File: config.mk
export PLATFORM = sky130hd
export DESIGN_NAME = fifo_stream_reader
export DESIGN_NICKNAME = d
export VERILOG_FILES = /design/src/rtl/fifo_pkg.sv /design/src/rtl/stream_buf2.sv /design/src/rtl/fifo_stream_reader.sv
export SDC_FILE = /design/constraint.sdc
export NUM_CORES = 1
export LEC_CHECK = 0
export ABC_AREA = 1
export CORE_MARGIN = 1
export CORE_UTILIZATION = 51
export DETAILED_ROUTE_END_ITERATION = 12
export PLACE_DENSITY = 0.95
export SYNTH_ARGS = -nofsm -noshare
export SYNTH_HDL_FRONTEND = slang
export SYNTH_SLANG_ARGS = --single-unit
File: constraint.sdc
create_clock -name clk -period 6.8 [get_ports clk]
set_input_delay 2.04 -clock clk [delete_from_list [all_inputs] [get_ports clk]]
set_output_delay 2.04 -clock clk [all_outputs]
set_load 0.01 [all_outputs]
File: src/rtl/fifo_pkg.sv
// Types and constants shared by sync_fifo users and the stream reader.
package fifo_pkg;

   typedef logic [1:0] occ_t;

   localparam int BufDepth = 2;

endpackage

File: src/rtl/stream_buf2.sv
// Two-entry register buffer with 1-bit head/tail pointers.
// Wrap-around is a pointer toggle.
module stream_buf2
   import fifo_pkg::*;
#(
   parameter type T = logic [31:0]
) (
   input  logic clk,
   input  logic rst_n,
   input  logic clr,
   input  logic push,
   input  T     push_data,
   input  logic pop,
   output logic valid,
   output T     data,
   output occ_t occ
);

   T     entry [BufDepth];
   logic head;
   logic tail;

   // NOTE: payload storage has no reset; occ decides visibility, so stale contents are never observed.
   always_ff @(posedge clk) begin
      if (push) entry[tail] <= push_data;
   end

   // NOTE: state registers use non-blocking assignments so every reader sees the pre-edge value.
   always_ff @(posedge clk or negedge rst_n) begin
      if (!rst_n) begin
         head <= 1'b0;
         tail <= 1'b0;
         occ  <= '0;
      end else if (clr) begin
         head <= 1'b0;
         tail <= 1'b0;
         occ  <= '0;
      end else begin
         if (push) tail <= ~tail;
         if (pop)  head <= ~head;
         occ <= occ + occ_t'(push) - occ_t'(pop);
      end
   end

   assign valid = (occ != '0);
   assign data  = entry[head];

endmodule

File: src/rtl/fifo_stream_reader.sv
// Read-side master for sync_fifo: prefetches through a 2-entry buffer and
// presents the words as a valid/ready stream at up to one word per cycle.
module fifo_stream_reader
   import fifo_pkg::occ_t;
#(
   parameter type T        = logic [31:0],
   parameter int  BufDepth = fifo_pkg::BufDepth
) (
   input  logic clk,
   input  logic rst_n,
   input  logic flush,
   output logic fifo_re,
   input  T     fifo_r_data,
   input  logic fifo_empty,
   output logic out_valid,
   output T     out_data,
   input  logic out_ready,
   output occ_t level
);

   if (BufDepth != 2) begin : g_depth_check
      $error("fifo_stream_reader: BufDepth must be 2");
   end

   logic       in_flight;
   logic       hs;
   logic [2:0] pending;
   occ_t       occ;

   assign hs = out_valid & out_ready;

   // A read is only issued if the word it returns is guaranteed a free slot.
   always_comb begin
      pending = {1'b0, occ} + {2'b0, in_flight} - {2'b0, hs};
      fifo_re = !fifo_empty && !flush && (pending <= 3'd1);
   end

   always_ff @(posedge clk or negedge rst_n) begin
      if (!rst_n) in_flight <= 1'b0;
      else        in_flight <= fifo_re;
   end

   stream_buf2 #(.T(T)) u_buf (
      .clk       (clk),
      .rst_n     (rst_n),
      .clr       (flush),
      .push      (in_flight & ~flush),
      .push_data (fifo_r_data),
      .pop       (hs & ~flush),
      .valid     (out_valid),
      .data      (out_data),
      .occ       (occ)
   );

   assign level = occ;

   a_no_read_when_empty: assert property (@(posedge clk) disable iff (!rst_n)
      !(fifo_re && fifo_empty));

   a_no_overfill: assert property (@(posedge clk) disable iff (!rst_n)
      ({1'b0, occ} + {2'b0, in_flight}) <= 3'd2);

   a_stable_under_backpressure: assert property (@(posedge clk) disable iff (!rst_n)
      (out_valid && !out_ready && !flush) |=> $stable(out_data));

endmodule
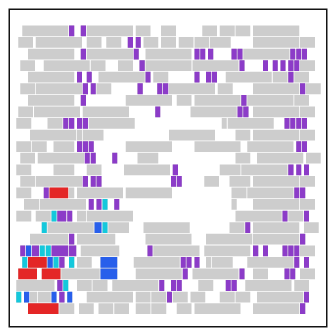
**Above:** run 1 (selected gate families).
| family | color | cells | where |
|---|---|---|---|
| inverters | cyan | 11 | bottom left |
| NOR gates | blue | 8 | bottom left |
| NAND gates | purple | 107 | all over the die |
| adder and majority cells | red | 5 | bottom left |
multi-input gate share of total cell area: 15.2%
Commonest Layout Cell: sky130_fd_sc_hd__nand2_1

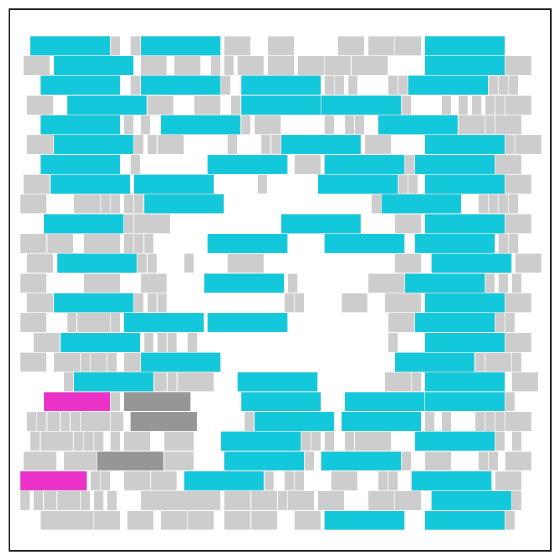
**Above:** run 1 (where the registers sit).
Other sequential cells in the stronger gray, the rest of the logic in the fainter gray.
| name in the netlist | color | sequential cells |
|---|---|---|
| `u_buf.entry` | cyan | 64 |
| `u_buf.occ` | magenta | 2 |
not colored: 3
flop share of the area: 56.6%
sequential cell power: 0.512 mW
sequential cell area: 0.00205 mm2

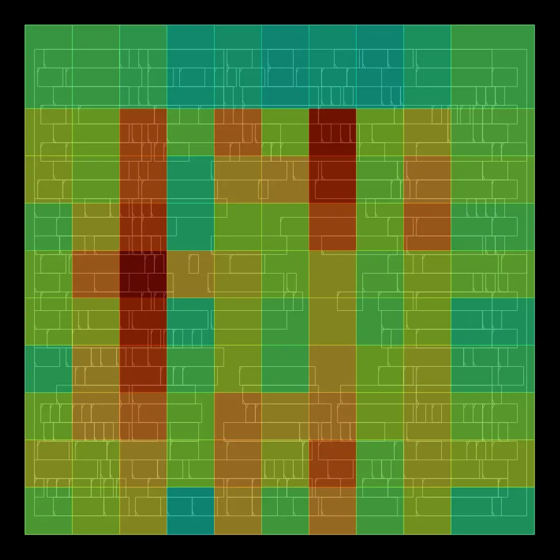
**Above:** run 1 (track usage over the die).
grt peak-use layer: met2
routing usage on met1: 19.5%
GRT Total Usage: 18.7%
GRT met3 Usage: 5.69%
wire length per cell: 13.5 um

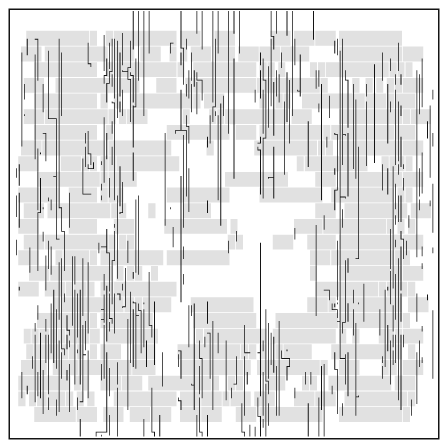
**Above:** run 1 (M2 wires).
Cells faint in the background.
wire length on this layer: 2,510 um
share of all routed wire: 52%
WL final: 4820 um
via count of the routed design: 1,695
met2 global-route usage: 34.2%

==> results.txt, run 1 <==
Flow results are below.

- The worst-case IR drop observed on VDD is between 0.2 and 0.25 mV.
- The most common logic cells in the final layout are sky130_fd_sc_hd__nand2_1, sky130_fd_sc_hd__clkdlybuf4s50_1, sky130_fd_sc_hd__edfxtp_1.
- The number of buffers and inverters on the critical path is 5.
- The portion of total power attributed to the clock network is around 29%, for reference.
- The dominant combinational cell family by area after synthesis is simple AND/OR/NAND/NOR gates, for reference.
- The type of element launching the critical path is an input port, for reference.
- The post-CTS hold buffer count recorded in the log is 0.
- The number of vias per cell after detailed routing is 4.75, for reference.
- The run finished with clean final reports.
- The most numerous cell on the critical path is sky130_fd_sc_hd__inv_1, for reference.
- The clock period minus worst slack is 6.49 ns, for reference.
- Tap insertion was completed with roughly 67 tapcells.
- The net count of the finished layout is ~330.
- The worst-case max-slew headroom was logged as about 27%.
- Sequential cells burn 50.3% of the power.
- The final instance area is between 0.003 and 0.004 mm2, for reference.
- Measured on the final layout, the clock distribution area share stands at 4.78%.
- The switching power total is approximately 0.25 mW, for reference.
- The area added between synthesis and finish is 35.7%, for reference.
- The number of placement rows is 25, for reference.
- The element type at the critical path end is an output port, for reference.
- Summing all placed instances gives a cell area of 0.00344 mm2.
- For this run the aggregate overflow at the end of global routing stands at 0.
- Endpoints failing hold in the final report were tallied at 0.
- The data required time reported for the critical path is between 4 and 5 ns.
- In this run the count of I/O pins placed on the die edge is approximately 73.
- The quantity of I/O buffers inserted on ports is slightly above 70, for reference.
- The detailed router put a total of 1980 um of wire on met1.
- The number of nets at floorplan is 252, for reference.
- The initial cell density of the core is a little over half, for reference.
- The non-clock inverters instantiated in the layout total 11.
- The register ranked first by flip-flop count is u_buf.entry, for reference.
- The power of the combinational group is roughly 0.21 mW, for reference.
- The maximum net fanout on the critical path is 3, for reference.
- The final period utilization is 95.4%, for reference.
- The top achievable clock speed is 154 MHz, for reference.
- The cell sequence reported for the critical path is clkdlybuf4s50_1, nand2_1, inv_1, ha_1, inv_1, ha_1, inv_1, fa_1, xor2_1, nor2_1, clkdlybuf4s50_1.
- The simple-gate share of the synthesized area is roughly 17%, for reference.
- The delay of the slowest cell on the worst path is approximately 0.55 ns, for reference.
- Setup repair after global routing left no endpoint under its margin.
- In the final layout, the registers with the most flip-flops are u_buf.entry: 64 flops, u_buf.occ: 2 flops.
- The internal power is around 0.77 mW, for reference.
- The layout has 12 clock buffers.
- The tally of OpenROAD warnings is 27, for reference.
- The leakage component of the power is approximately 1.4 nW, for reference.
- Adding up every negative setup slack in the final design gives 0 ns.
- The layout buffer count excluding clock buffers is between 70 and 80, for reference.
- The highest routing layer actually used is met4, for reference.
- The final timing report counts setup violations totalling 0.
- The layout summary lists the proportion of cells stronger than drive strength 1 as 5.17%.
- Post-CTS repair ended up resizing 0 cells.
- The measured slew at the worst slew-check pin is around 1.1 ns, for reference.
## run 1: cell usage after synthesis
cell type,instances
sky130_fd_sc_hd__a21oi_1,1
sky130_fd_sc_hd__buf_2,6
sky130_fd_sc_hd__buf_4,1
sky130_fd_sc_hd__dfrtp_1,5
sky130_fd_sc_hd__edfxtp_1,64
sky130_fd_sc_hd__fa_1,1
sky130_fd_sc_hd__ha_1,4
sky130_fd_sc_hd__inv_1,9
sky130_fd_sc_hd__inv_2,2
sky130_fd_sc_hd__nand2_1,103
sky130_fd_sc_hd__nand2_4,1
sky130_fd_sc_hd__nand3_1,2
sky130_fd_sc_hd__nand4_1,1
sky130_fd_sc_hd__nor2_1,6
sky130_fd_sc_hd__nor2_2,1
sky130_fd_sc_hd__nor3_1,1
sky130_fd_sc_hd__or2_1,1
sky130_fd_sc_hd__xor2_1,1
## run 1: worst min-delay path: cells and delay by family, from the launching register on
kind,cells,cell delay (ns)
fa+ha+maj,1,0.14
buf+inv,1,0.03
flops,1,0.37
simple gates,1,0.07
## run 1: final timing paths
kind	from	end	slack, ns	cells after the start
setup / recovery	out_ready	fifo_re	0.31	11
hold / removal	u_buf.occ[0]	u_buf.occ[0]	0.65	3
setup reg to reg	u_buf.occ[1]	in_flight	4.63	11
hold reg to reg	u_buf.occ[0]	u_buf.occ[0]	0.65	3
max in group asynchronous	rst_n	u_buf.occ[0]	4.67	1
min in group asynchronous	rst_n	u_buf.tail	1.94	1
## run 1: stage by stage
| stage | hold WS (ns) | power [mW] | std cells |
|---|---|---|---|
| global placement | 0.660 | 0.720 | 342 |
| global route | 0.708 | 1.07 | 357 |
| finish | 0.649 | 1.02 | 357 |
| floorplan | 0.593 | 0.608 | 210 |
| CTS | 0.656 | 1.02 | 357 |
| detailed placement | 0.642 | 0.730 | 342 |
**Run 1: met3 routing**

Bar = 20 um.
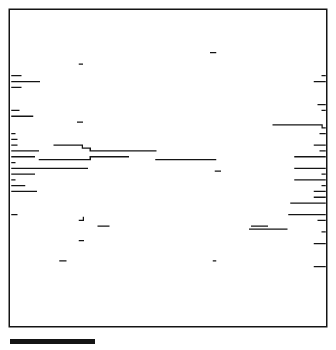

==> run 1 -> run 2 <==
- CAP_MARGIN: not set -> 20
- clock period: 6.8 -> 8 ns (I/O delays scaled with it)
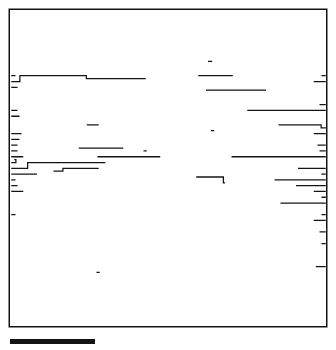
**Above:** run 2 (met3 routing).
Bar = 20 um.
main direction: horizontal
longest straight run: 21.9 um
GRT met3 Usage: 5.28%
WL final: 4620 um
via count of the routed design: 1,689

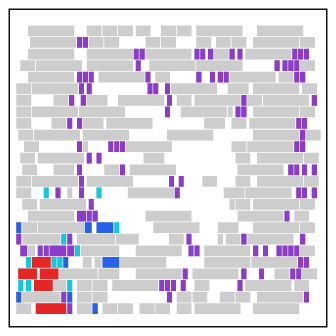
**Above:** run 2 (selected gate families).
| family | color | cells | where |
|---|---|---|---|
| NAND gates | purple | 107 | all over the die |
| adder and majority cells | red | 5 | bottom left |
| inverters | cyan | 11 | bottom left |
| NOR gates | blue | 8 | bottom left |
Layout Cells excl Fill: 358
multi-input gate share of total cell area: 15.3%

==> run 2 against run 1 <==
Effect of this change:
- total power is 19% lower
- global-route usage is 0.89 points lower
- final cell count is 0.28% higher
- non-clock buffer count is 1 higher
- first-iteration DRC count is 20% lower
- wire length is 4.1% lower
- clock skew is 0.00068 ns higher
- largest power group unchanged
- highest routed layer unchanged
==> results.txt, run 2 <==
Flow results are below.

- The total of endpoints with negative setup slack in the final report is 0 (unchanged).
- The flow ran to the end, and the final reports show no timing, DRC or antenna violations.
- The initial cell density of the core was 54.6% (unchanged).
- The type of element launching the critical path is an input port, for reference.
- Per the timing report, the achievable frequency comes out to ~140 MHz.
- The worst slew slack as a fraction of its limit was 39.1% (+12 points).
- After global routing, the most crowded layer is met2.
- The sum of negative setup slack is 0 ns (unchanged), for reference.
- Compared with the post-synthesis result, the final layout area differs by 35.4%.
- The number of synthesized flops with an enable pin is 64 (unchanged).
- For the finished layout, the period the worst path requires is 7.19 ns.
- The dominant combinational cell family by area after synthesis is simple AND/OR/NAND/NOR gates, for reference.
- The worst path uses approximately nine tenths of the clock period.
- The net count reported at finish is 329 (+0.30%), for reference.
- The total overflow reported by the global router is 0 (unchanged), for reference.
- The maximum net fanout on the critical path came to 3 (unchanged).
- The internal power is 0.619 mW (-19%), for reference.
- The count of buffer and inverter cells on the critical path was 5 (unchanged).
- The number of vias per cell after detailed routing is 4.72 (-0.63%), for reference.
- The total placed instance area is 0.00344 mm2 (unchanged), for reference.
- The element type at the critical path end is an output port, for reference.
- The cell total after placement came to 342 (unchanged).
- The number of placement rows is 25 (unchanged).
- Sorting the synthesis cell report by count puts at the top sky130_fd_sc_hd__nand2_1.
- The register cell area after layout is 0.00205 mm2 (unchanged), for reference.
- The final instance area is 0.00361 mm2 (-0.28%), for reference.
- The post-CTS resize count was 0 (unchanged).
- The worst ir drop on vdd is 0.161 mV (-25%), for reference.
- Sorting the synthesized cells by how often they occur yields sky130_fd_sc_hd__nand2_1, sky130_fd_sc_hd__edfxtp_1, sky130_fd_sc_hd__inv_1.
- The number of top-level design ports is 73 (unchanged), for reference.
- The simple-gate share of the synthesized area is 17.1% (unchanged), for reference.
- Ranked by flip-flop count, first place goes to u_buf.entry.
- The measured slew at the worst slew-check pin is 0.911 ns (-0.184 ns), for reference.
- The total of hold buffers inserted after clock tree synthesis was 0 (unchanged).
- The leakage component of the power was 1.43 nW (-0.18%).
- Setup slack on the worst path after placement came out at between 0.8 and 0.9 ns.
- The proportion of register bits with asynchronous set or reset after synthesis came to 7.25% (unchanged).
- Listed in order, past its start point the critical path passes clkdlybuf4s50_1, nand2_1, inv_1, ha_1, inv_1, ha_1, inv_1, fa_1, xor2_1, nor2_1, clkdlybuf4s50_1.
- The power share of the sequential group is 51.9% (+1.6 points), for reference.
- In the layout the commonest cells are sky130_fd_sc_hd__nand2_1, sky130_fd_sc_hd__clkdlybuf4s50_1, sky130_fd_sc_hd__edfxtp_1.
- The number of nets at floorplan is 252 (unchanged), for reference.
- The delay of the slowest cell on the worst path is 0.57 ns (+0.02 ns), for reference.
- In the final layout, the registers with the most flip-flops are u_buf.entry: 64 flops, u_buf.occ: 2 flops.
- The portion of total power attributed to the clock network is 26.1% (-3.2 points), for reference.
- The share of cells above drive strength 1 is 5.50% (+0.33 points), for reference.
- The total power consumption of the routed design is 0.829 mW (-19%), for reference.
- The quantity of I/O buffers inserted on ports was 72 (unchanged).
- The commonest register cell is sky130_fd_sc_hd__edfxtp_1.
- The tally of OpenROAD warnings was 27 (unchanged).
- Setup repair after global routing left no endpoint under its margin.
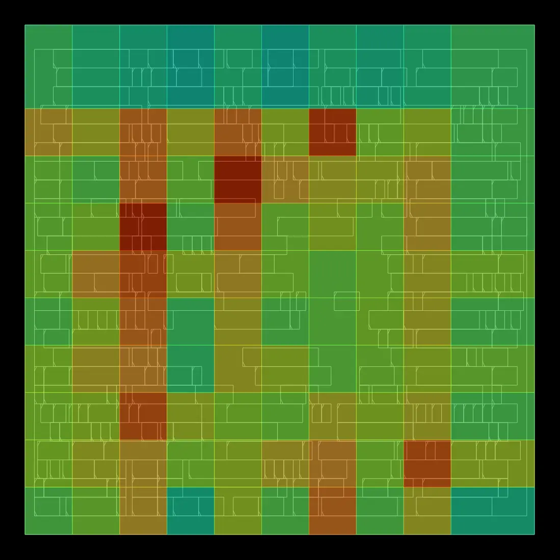
**Above:** run 2 (track usage over the die).
routing usage on met1: 18.5%
final core occ: 73.9%
met2 global-route usage: 32.0%
wire length per cell: 12.9 um
GRT Total Usage: 17.8%

## run 2: netlist changes by cell type in the layout (fill, tap and decap cells not counted), sizes merged
cell and delta:
clkinv +2, buf +1, bufinv -1, clkbuf -1
## run 2: final timing paths
kind                                   start      endpoint  slack [ns]  cells after the start
min in group asynchronous              rst_n  u_buf.occ[1]        2.30                      1
worst max register to register  u_buf.occ[1]     in_flight        5.84                     11
worst min-delay path            u_buf.occ[0]  u_buf.occ[0]        0.66                      3
max in group asynchronous              rst_n    u_buf.tail        5.50                      1
worst min register to register  u_buf.occ[0]  u_buf.occ[0]        0.66                      3
worst max-delay path               out_ready       fifo_re        0.81                     11
## run 2: cells by family after synthesis
| group | after synthesis |
|---|---|
| buf+inv | 18 |
| fa+ha+maj | 5 |
| simple gates | 116 |
| flops | 69 |
| compound gates | 1 |
| xor+xnor | 1 |
## run 2: layer usage
metal / part of all wire [%] / vias up / wire, um
li1: - / 852 / -
met4: 1.5 / 0 / 68
met3: 5.6 / 8 / 258
met1: 40 / 777 / 1850
met2: 53 / 52 / 2440
met5: 0 / - / 0
## run 2: layout make-up
type	count	area share [%]
Clock inverter	4	0.451
Timing Repair Buffer	73	20.4
Tap cell	67	2.32
Clock buffer	11	3.64
Multi-Input combinational cell	123	15.3
Inverter	11	1.15
Sequential cell	69	56.8
## run 2: power groups by stage
stage	clock [mW]	sequential [mW]	combinational [mW]
after floorplan	0	0.433	0.0836
after detailed placement	0	0.442	0.177
after CTS	0.223	0.435	0.178
final	0.217	0.430	0.182
after global placement	0	0.442	0.171
after global routing	0.240	0.432	0.200
## run 2: tightest hold or removal path: cells and delay by family, from the launching register on
kind,cells,cell delay [ns]
flops,1,0.38
fa+ha+maj,1,0.14
simple gates,1,0.07
buf+inv,1,0.03
Power is estimated from default activity; no workload was simulated.
